Run 1, sequential cells grouped by signal name:
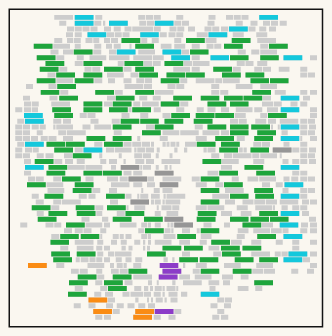
Run 1, the metal 3 layer:
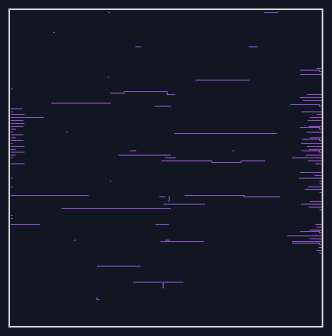
Run 1, cell outlines without signal wires:
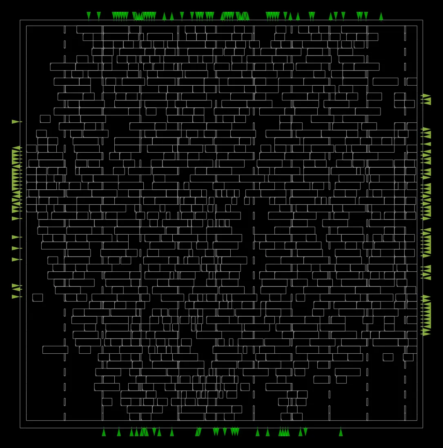
<file path="config.mk">
export PLATFORM = sky130hd
export DESIGN_NAME = wb_port_arbiter
export DESIGN_NICKNAME = d
export VERILOG_FILES = /design/src/rtl/pipe_defs_pkg.sv /design/src/rtl/wb_result_fifo.sv /design/src/rtl/wb_port_arbiter.sv
export SDC_FILE = /design/constraint.sdc
export NUM_CORES = 1
export LEC_CHECK = 0
export CAP_MARGIN = 20
export CORE_AREA = 2 2 145 147
export DETAILED_ROUTE_END_ITERATION = 10
export DIE_AREA = 0 0 147 149
export GPL_TIMING_DRIVEN = 0
export PLACE_DENSITY = 0.71
export SYNTH_ARGS = -nofsm -noshare
export SYNTH_HDL_FRONTEND = slang
export SYNTH_HIERARCHICAL = 1
export SYNTH_SLANG_ARGS = --single-unit
</file>
<file path="constraint.sdc">
create_clock -name clk -period 7.29 [get_ports clk]
set_input_delay 1.458 -clock clk [delete_from_list [all_inputs] [get_ports clk]]
set_output_delay 1.458 -clock clk [all_outputs]
set_load 0.005 [all_outputs]
</file>
<file path="src/rtl/pipe_defs_pkg.sv">
// Shared pipeline definitions: register/data widths, opcode constants and the
// writeback queue entry type used by the write-port arbiter and its FIFO.
package pipe_defs_pkg;

  localparam int REG_AW = 5;
  localparam int REG_DW = 32;

  localparam logic [5:0] OP_RTYPE  = 6'b000000;
  localparam logic [5:0] OP_LW     = 6'b100011;
  localparam logic [5:0] OP_ADDI   = 6'b001000;
  localparam logic [5:0] OP_ADDIU  = 6'b001001;
  localparam logic [5:0] OP_ORI    = 6'b001101;
  localparam logic [5:0] OP_BRANCH = 6'b000100;

  typedef struct packed {
    logic [REG_AW-1:0] rd;
    logic [REG_DW-1:0] data;
    logic              kill;
  } wb_entry_t;

endpackage

</file>
<file path="src/rtl/wb_result_fifo.sv">
// Circular buffer of pending mul/div results. A kill request marks every stored
// entry with a matching rd so it retires without writing the register file.
module wb_result_fifo
  import pipe_defs_pkg::*;
#(
  parameter int DEPTH = 4,
  parameter int CW    = $clog2(DEPTH) + 1
) (
  input  logic              clk,
  input  logic              rst,
  input  logic              push,
  input  wb_entry_t         push_entry,
  input  logic              pop,
  input  logic              kill_en,
  input  logic [REG_AW-1:0] kill_rd,
  output wb_entry_t         head,
  output logic [CW-1:0]     count
);

  localparam int PW = $clog2(DEPTH);

  wb_entry_t         mem_r [DEPTH];
  logic [PW-1:0]     wr_ptr_r;
  logic [PW-1:0]     rd_ptr_r;
  logic [CW-1:0]     count_r;
  logic              push_ok_s;
  logic              pop_ok_s;

  assign pop_ok_s  = pop && (count_r != {CW{1'b0}});
  assign push_ok_s = push && ((count_r < CW'(DEPTH)) || pop_ok_s);
  assign head      = mem_r[rd_ptr_r];
  assign count     = count_r;

  // Storage: the push write is placed after the kill loop so a same-cycle
  // enqueue with a matching rd lands un-killed.
  always_ff @(posedge clk or posedge rst) begin
    if (rst) begin
      for (int i = 0; i < DEPTH; i++) begin
        mem_r[i] <= '0;
      end
    end else begin
      for (int i = 0; i < DEPTH; i++) begin
        if (kill_en && (mem_r[i].rd == kill_rd)) begin
          mem_r[i].kill <= 1'b1;
        end
      end
      if (push_ok_s) begin
        mem_r[wr_ptr_r] <= push_entry;
      end
    end
  end

  // Pointers and occupancy; pointers wrap naturally since DEPTH is a power of 2.
  always_ff @(posedge clk or posedge rst) begin
    if (rst) begin
      wr_ptr_r <= {PW{1'b0}};
      rd_ptr_r <= {PW{1'b0}};
      count_r  <= {CW{1'b0}};
    end else begin
      if (push_ok_s) begin
        wr_ptr_r <= wr_ptr_r + PW'(1);
      end
      if (pop_ok_s) begin
        rd_ptr_r <= rd_ptr_r + PW'(1);
      end
      case ({push_ok_s, pop_ok_s})
        2'b10:   count_r <= count_r + CW'(1);
        2'b01:   count_r <= count_r - CW'(1);
        default: count_r <= count_r;
      endcase
    end
  end

endmodule

</file>
<file path="src/rtl/wb_port_arbiter.sv">
// Register-file write-port arbiter: pipeline writeback wins, mul/div results queue
// and drain in idle slots; a starved or full queue stalls the pipeline for one slot.
// Optional macro WB_BYPASS_EN: write a mul/div result directly when nothing else competes.
module wb_port_arbiter
  import pipe_defs_pkg::*;
#(
  parameter int DEPTH        = 4,
  parameter int STARVE_LIMIT = 8,
  parameter int AW           = REG_AW,
  parameter int DW           = REG_DW
) (
  input  logic                     clk,
  input  logic                     rst,
  input  logic                     wb_regwrite_i,
  input  logic                     wb_memtoreg_i,
  input  logic [AW-1:0]            wb_rd_i,
  input  logic [DW-1:0]            wb_alu_i,
  input  logic [DW-1:0]            wb_mem_i,
  input  logic                     md_valid_i,
  output logic                     md_ready_o,
  input  logic [AW-1:0]            md_rd_i,
  input  logic [DW-1:0]            md_data_i,
  output logic                     rf_we_o,
  output logic [AW-1:0]            rf_waddr_o,
  output logic [DW-1:0]            rf_wdata_o,
  output logic                     stall_o,
  output logic [$clog2(DEPTH):0]   fifo_count_o
);

  localparam int CW  = $clog2(DEPTH) + 1;
  localparam int AGW = $clog2(STARVE_LIMIT + 1);

  wb_entry_t      head_s;
  wb_entry_t      push_entry_s;
  logic [CW-1:0]  count_s;
  logic [AGW-1:0] age_r;
  logic [AGW-1:0] age_n_s;
  logic           stall_s;
  logic           md_fire_s;
  logic           md_drop_s;
  logic           push_s;
  logic           pop_s;
  logic           kill_en_s;
  logic           bypass_s;
  logic           we_n_s;
  logic [AW-1:0]  waddr_n_s;
  logic [DW-1:0]  wdata_n_s;

  assign stall_s    = (count_s != {CW{1'b0}}) &&
                      ((age_r >= AGW'(STARVE_LIMIT)) || (count_s == CW'(DEPTH)));
  assign stall_o    = stall_s;
  assign md_ready_o = (count_s < CW'(DEPTH));
  assign md_fire_s  = md_valid_i && md_ready_o;
  assign md_drop_s  = (md_rd_i == {AW{1'b0}});
  assign fifo_count_o = count_s;

  assign push_entry_s.rd   = md_rd_i;
  assign push_entry_s.data = md_data_i;
  assign push_entry_s.kill = 1'b0;

  // Grant mux: stall drain, then pipeline, then idle-slot drain, then optional bypass.
  always_comb begin
    pop_s     = 1'b0;
    kill_en_s = 1'b0;
    bypass_s  = 1'b0;
    we_n_s    = 1'b0;
    waddr_n_s = {AW{1'b0}};
    wdata_n_s = {DW{1'b0}};
    if (stall_s || (!(wb_regwrite_i && (wb_rd_i != {AW{1'b0}})) && (count_s != {CW{1'b0}}))) begin
      pop_s = 1'b1;
      if (head_s.kill) begin
        we_n_s = 1'b0;
      end else begin
        we_n_s    = 1'b1;
        waddr_n_s = head_s.rd;
        wdata_n_s = head_s.data;
      end
    end else if (wb_regwrite_i && (wb_rd_i != {AW{1'b0}})) begin
      kill_en_s = 1'b1;
      we_n_s    = 1'b1;
      waddr_n_s = wb_rd_i;
      wdata_n_s = wb_memtoreg_i ? wb_mem_i : wb_alu_i;
    end else begin
`ifdef WB_BYPASS_EN
      if (md_fire_s && !md_drop_s) begin
        bypass_s  = 1'b1;
        we_n_s    = 1'b1;
        waddr_n_s = md_rd_i;
        wdata_n_s = md_data_i;
      end else begin
        bypass_s  = 1'b0;
      end
`else
      bypass_s = 1'b0;
`endif
    end
    push_s = md_fire_s && !md_drop_s && !bypass_s;
  end

  // Head age: restarts on every pop so each new head gets its own wait budget.
  always_comb begin
    if ((count_s == {CW{1'b0}}) || pop_s) begin
      age_n_s = {AGW{1'b0}};
    end else if (age_r < AGW'(STARVE_LIMIT)) begin
      age_n_s = age_r + AGW'(1);
    end else begin
      age_n_s = age_r;
    end
  end

  // Age register.
  always_ff @(posedge clk or posedge rst) begin
    if (rst) begin
      age_r <= {AGW{1'b0}};
    end else begin
      age_r <= age_n_s;
    end
  end

  // Registered write port.
  always_ff @(posedge clk or posedge rst) begin
    if (rst) begin
      rf_we_o    <= 1'b0;
      rf_waddr_o <= {AW{1'b0}};
      rf_wdata_o <= {DW{1'b0}};
    end else begin
      rf_we_o    <= we_n_s;
      rf_waddr_o <= waddr_n_s;
      rf_wdata_o <= wdata_n_s;
    end
  end

  wb_result_fifo #(
    .DEPTH (DEPTH),
    .CW    (CW)
  ) u_fifo (
    .clk        (clk),
    .rst        (rst),
    .push       (push_s),
    .push_entry (push_entry_s),
    .pop        (pop_s),
    .kill_en    (kill_en_s),
    .kill_rd    (wb_rd_i),
    .head       (head_s),
    .count      (count_s)
  );

endmodule

</file>
==> metrics.cfg, run 1 <==
[place]
dp_cells = 1014
place_hpwl_mm = 15.1
io_buffer_count = 152

[worst_setup_path]
cp_top_family = simple AND/OR/NAND/NOR gates
cp_max_fo = 6
reg2reg_to = u_fifo/count[2]
critPathBufInv = 2
critPathSlowestCell = or4_4
rr_startpoint = u_fifo/count[0]
critPathArrivalTime_ns = 4.41
r2r_slack_ns = 4.77

[floorplan]
fp_util_pct = 45.5
core-area_um2 = 20600
io_pins = 154

[routing]
met3_length_um = 891
num_vias = 5562
wire_per_inst_um = 20.5
routedLengthMet1_mm = 9.12

[finish]
ff_count = 201
nonClockBufferCount = 192
seq_area_um2 = 5030
finalNetCount = 882
final-nonclk-buf-share_pct = 15.3
fin_util_pct = 58.2
multiInputGateArea_um2 = 4020
nNonClkInverters = 13
comb_cells = 333

[global_route]
grt_use_met1_pct = 25.7
top_usage_layer = met2
grt_pass1_wl_mm = 34.3
grt_start_max_net_pins = 88

[power]
power.internal_w = 0.00352
seqPwrFrac_pct = 38.9
combPwrFrac_pct = 40.4
p_seq_w = 0.00196
power_leakage_nw = 5.08
cellPowerDensity_nw_per_um2 = 422

[synth]
top_cell_area_share_pct = 53.7
synth.cell_area_um2 = 9360
ys_seq_share_pct = 53.7
ff_type = dfrtp_1
ys_area_um2 = 9360
synth_flops = 201
topCellsByArea = dfrtp_1, mux2_2, mux4_2

[timing]
fmax_mhz = 250
tns_ns = 0

[run]
maxCapViolations = 0

[clocking]
ctsHtreeMaxLevel = 1
cts_sinks = 201
cts_root_buf = clkbuf_16
cts_buffers = 22

[worst_hold_path]
hold_depth = 1
min_from = age_r[0]
holdPathEnd = age_r[0]

[run_status]
status = complete, no violations

## Picture notes: 'sequential cells grouped by signal name'
Key: rf_wdata_o = cyan [sequential cells 32, where all over the die]; u_fifo/mem_r = green [sequential cells 152, where all over the die]; rf_waddr_o = orange [sequential cells 5]; age_r = purple [sequential cells 4, where south]

## Picture notes: 'the metal 3 layer'
87 nets have wire on it. The layer carries 892 um of wire. The layer holds 4.1% of the routed length. The wires run mostly horizontal. The longest straight run is 51.1 um.

## Picture notes: 'cell outlines without signal wires'
Post-Layout Cell Count: 1050
Seq/total area: 42.0%
n_taps: 275
Layout fillers: 1600

==> run 1: through the flow <==
stage	total power, W	instance area, um2
after floorplan	0.00334	9360
after global placement	0.00392	11200
after detailed placement	0.00403	11300
after CTS	0.00511	12000
after global routing	0.00534	12000
final	0.00505	12000
==> run 1: registers in the layout, summed over array words and instances (netlist names) <==
signal	cells
age_r	4
rf_we_o	1
rf_wdata_o	32
u_fifo/mem_r	152
u_fifo/rd_ptr_r	2
u_fifo/wr_ptr_r	2
u_fifo/count	3
rf_waddr_o	5
==> run 1: cell families after synthesis <==
logic type	after synthesis	share of synthesized area (%)
buffers and inverters	51	3.26
AND-OR/OR-AND	50	5.33
adder cells (fa/ha/maj)	8	1.15
AND/OR/NAND/NOR	26	1.95
other	1	0.0401
XOR/XNOR	27	2.53
flip-flops	201	53.7
multiplexers	221	32.0
==> run 2: changes to the inputs <==
- PLACE_DENSITY: 0.71 -> 0.73
- clock period: 7.29 -> 3.28 ns (I/O delays scaled with it)
Run 2, sequential cells grouped by signal name:
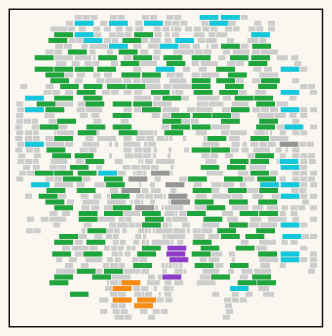
Key: age_r = purple [sequential cells 4, where south]; rf_wdata_o = cyan [sequential cells 32, where all over the die]; u_fifo/mem_r = green [sequential cells 152, where all over the die]; rf_waddr_o = orange [sequential cells 5, where south]
Seq/total area: 41.8%
Seq group: 0.00435 W
register area: 5030 um2
Final Util: 58.5%

==> metrics.cfg, run 2 <==
[floorplan]
core-area_um2 = 20600
fp_util_pct = 45.5
io_pins = 154

[finish]
regMostFlops = u_fifo/mem_r
finalNetCount = 886
fin_cells = 1054
drive_above_1_share_pct = 35.3
fin_area_um2 = 12000
top_regs = u_fifo/mem_r x152, rf_wdata_o x32, rf_waddr_o x5

[worst_setup_path]
cp_top_family = simple AND/OR/NAND/NOR gates
critPathArrivalTime_ns = 3.54
critPathBufInv = 2
r2r_slack_ns = 0.65
critPathSlowestCell = clkdlybuf4s50_1
rr_startpoint = u_fifo/count[2]
reg2reg_to = u_fifo/count[2]
cp-startpoint = wb_rd_i[3]
rr_worst_depth = 10
cp_max_fo = 6

[synth]
ys_sh_aoi_pct = 5.33
ys_area_um2 = 9360
xor_area_share_pct = 2.53
synth.cell_area_um2 = 9360
synthCells = 585
ys_seq_share_pct = 53.7
syn_area_per_cell_um2 = 16.0
top_cell_area_share_pct = 53.7
ff_type = dfrtp_1
topCellsByArea = dfrtp_1, mux2_2, mux4_2
mux_share_pct = 32.0
ys_sh_simple_pct = 1.95
synth_adder_area_share_pct = 1.15

[place]
placed_cell_area_um2 = 11300
place_hpwl_mm = 15.3
dp_cells = 1016
io_buffer_count = 152

[worst_hold_path]
hold_depth = 1
holdPathEnd = age_r[0]

[power]
cellPowerDensity_nw_per_um2 = 941
power_leakage_nw = 5.12

[global_route]
top_usage_layer = met2
grt_start_max_net_pins = 47
grt_pass1_wl_mm = 34.8

[routing]
num_vias = 5634
wire_per_inst_um = 20.5
routedLengthMet1_mm = 9.03
met3_length_um = 985

[timing]
fmax_mhz = 320
hold_ws_ns = 0.485
tns_ns = 0

[run_status]
status = complete, no violations

[run]
maxCapViolations = 0

[clocking]
ctsHtreeMaxLevel = 1
cts_sinks = 201

-- run 2: cell counts after synthesis --
Identical to the previous run, type by type.
-- run 2: power breakdown --
part	total (W)	internal [W]	switching [W]	leakage, nW
Combinational	0.00459	0.00279	0.00179	2.33
Sequential	0.00435	0.00369	0.000664	2.45
Clock	0.00238	0.00144	0.000939	0.341
Total	0.0113	0.00793	0.00339	5.12
-- run 2: area by class of cell --
class / count / area [um2]
clock buffer: 33 / 653
inverter: 13 / 52.6
sequential: 201 / 5030
buffer: 38 / 256
timing repair buffer: 158 / 1630
multi-input combinational: 333 / 4020
fill: 1608 / 8520
clock inverter: 3 / 43.8
tap: 275 / 344
-- run 2: repair_timing --
action                     in CTS  in global routing
setup endpoints to repair       0                  1
buffers inserted                0                  2
resized                         0                  2
Power is estimated from default activity; no workload was simulated.
